Figure 1. Supply network.
The bar under the picture is 20 um long. Pins as bars on the die edge. Tap cells in grey.
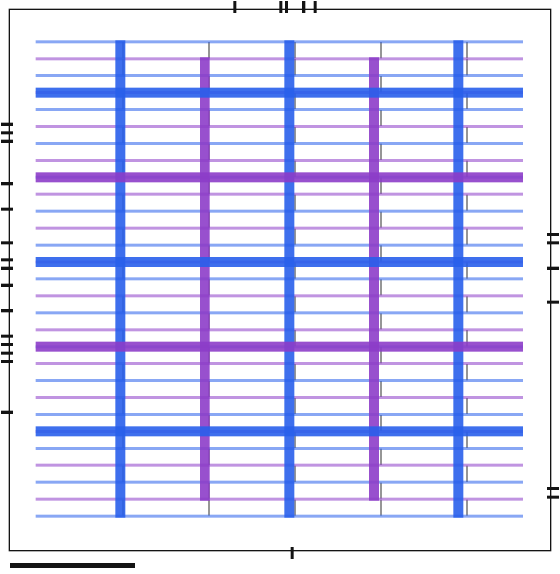
Figure 2. Placement by cell class.
The bar under the picture is 20 um long.
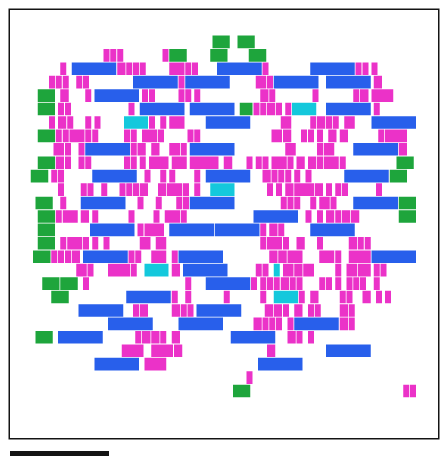
Figure 3. Clock network drawn from the DEF.
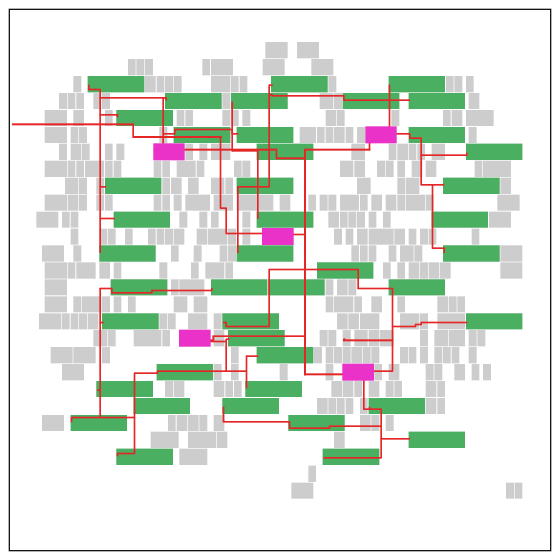
Figure 4. Signal wires by layer.
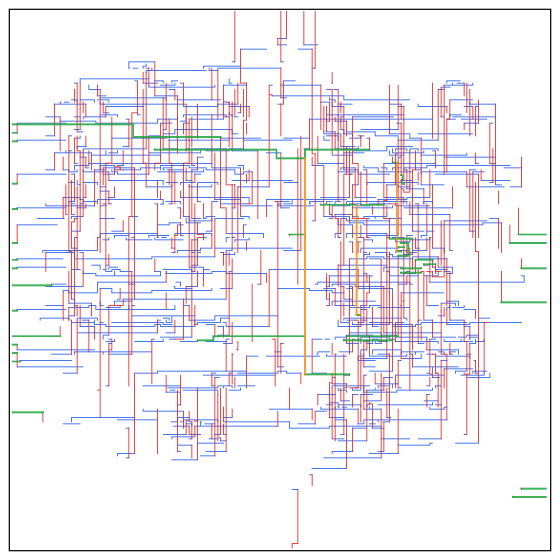
Figure 5. Track usage over the die.
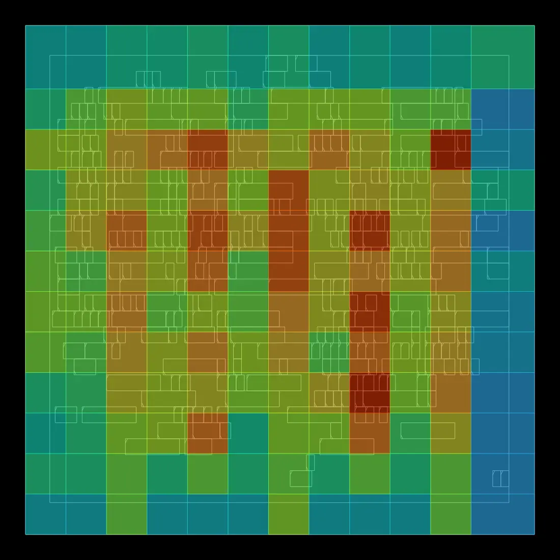
Design dll_code_update_ctrl, sky130hd; sources not shown.
==> flow_metrics.py <==
# Metrics from the implementation run
metrics = {
    "run_status": {
        "status": "finished clean",
    },
    "critical_path": {
        "crit_required_ps": 3690,
        "worstPathMaxFanout": 19,
        "path_depth": 8,
        "crit_arrival_ps": 2110,
    },
    "yosys": {
        "yosysMostFrequentCell": "nand2_1",
        "top_area_cell": "dfrtp_1",
        "ys_seq_share": 0.434,
        "yosys_cells": 333,
        "aoi_share": 0.0601,
        "synth_chip_area_sq_mm": 0.00248,
        "netlist_instances": 333,
        "syn_area_per_cell_sq_um": 7.44,
        "syn-cell-area_sq_mm": 0.00248,
        "netlist-cell-type-count": 25,
        "simple_gate_area_frac": 0.353,
    },
    "finish": {
        "seq_share": 0.380,
        "nFlopsAndLatches": 43,
        "signal_buffers": 25,
        "clkCellAreaFrac": 0.0256,
        "fin_cells": 433,
    },
    "power": {
        "power_switching_mw": 0.672,
    },
    "clocking": {
        "numCtsBuffers": 5,
        "clk_latency_ps": 300,
        "cts-resized-gates": 0,
    },
    "detailed_routing": {
        "drc": 0,
        "vias_per_cell": 4.94,
        "drtPass1Iterations": 4,
    },
    "final_timing": {
        "finalHoldViolations": 0,
        "max-slew-margin-rel": 0.594,
        "fin_hold_ws_ps": 355,
    },
    "place": {
        "dp_hpwl_um": 3780,
        "dp_cells": 427,
        "place.gp.congestion": 0.879,
    },
    "die": {
        "ios": 27,
    },
    "global_routing": {
        "grt_pass1_vias": 2139,
    },
    "worst_hold_path": {
        "whs_path_depth": 0,
        "hold_path.class": "reg -> reg",
    },
}
## Picture notes: Figure 1
blue -> VSS
purple -> VDD
met1 rails = 29
met4 straps = 5
Max IR drop VDD: 286 uV
core box area: 0.00596 sq mm
die x size: 86.7 um

## Picture notes: Figure 2
cyan -> clock drivers and dummy loads  # cells 6
green -> remaining buffers and delay cells  # cells 25
magenta -> remaining logic cells  # cells 284
blue -> registers  # cells 43
final core occ: 0.476
Final Instance Area: 0.00283 sq mm

## Picture notes: Figure 3
red -> clock wires  # length 597 um
magenta -> clock-net drivers  # count 5
green -> flip-flops  # count 43
routed clock nets = 6
final worst clock skew: 11.1 ps
power of the clock network: 0.293 mW

## Picture notes: Figure 4
red -> M2  # wire length 2410 um
blue -> M1  # wire length 2510 um
orange -> M4  # wire length 66.6 um
green -> M3  # wire length 207 um
GRT Util Overall: 0.153
WL final: 5200 um
routed vias: 2141

## Picture notes: Figure 5
busiest grt layer: met2
met2 GRT Util: 0.251

## through the flow
stage          setup WS (ps)  utilization
2_1_floorplan           1870            -
4_1_cts                 1570        0.476
5_1_grt                 1390        0.476
6_report                1580        0.476
3_3_place_gp            1540        0.464
3_5_place_dp            1500        0.464
## routing by layer
metal,routed length [um],global-route usage,up-vias
met4,66,0.0467,0
met2,2410,0.251,52
met3,206,0.0428,8
li1,-,-,1094
met1,2510,0.197,987
met5,0,0,-
## cell usage in the layout (no fill, tap or decap), drive strengths merged, types with 2 or more instances in the layout
cell type and count:
nand3 29, a21oi 3, xor2 5, ha 7
clkdlybuf4s50 24, xnor2 8, nand4 6, inv 30
o21ai 22, nor2 40, conb 2, nand2 130
clkbuf 5, dfrtp 43
No activity file was given, so power comes from the tool's default toggle rates.
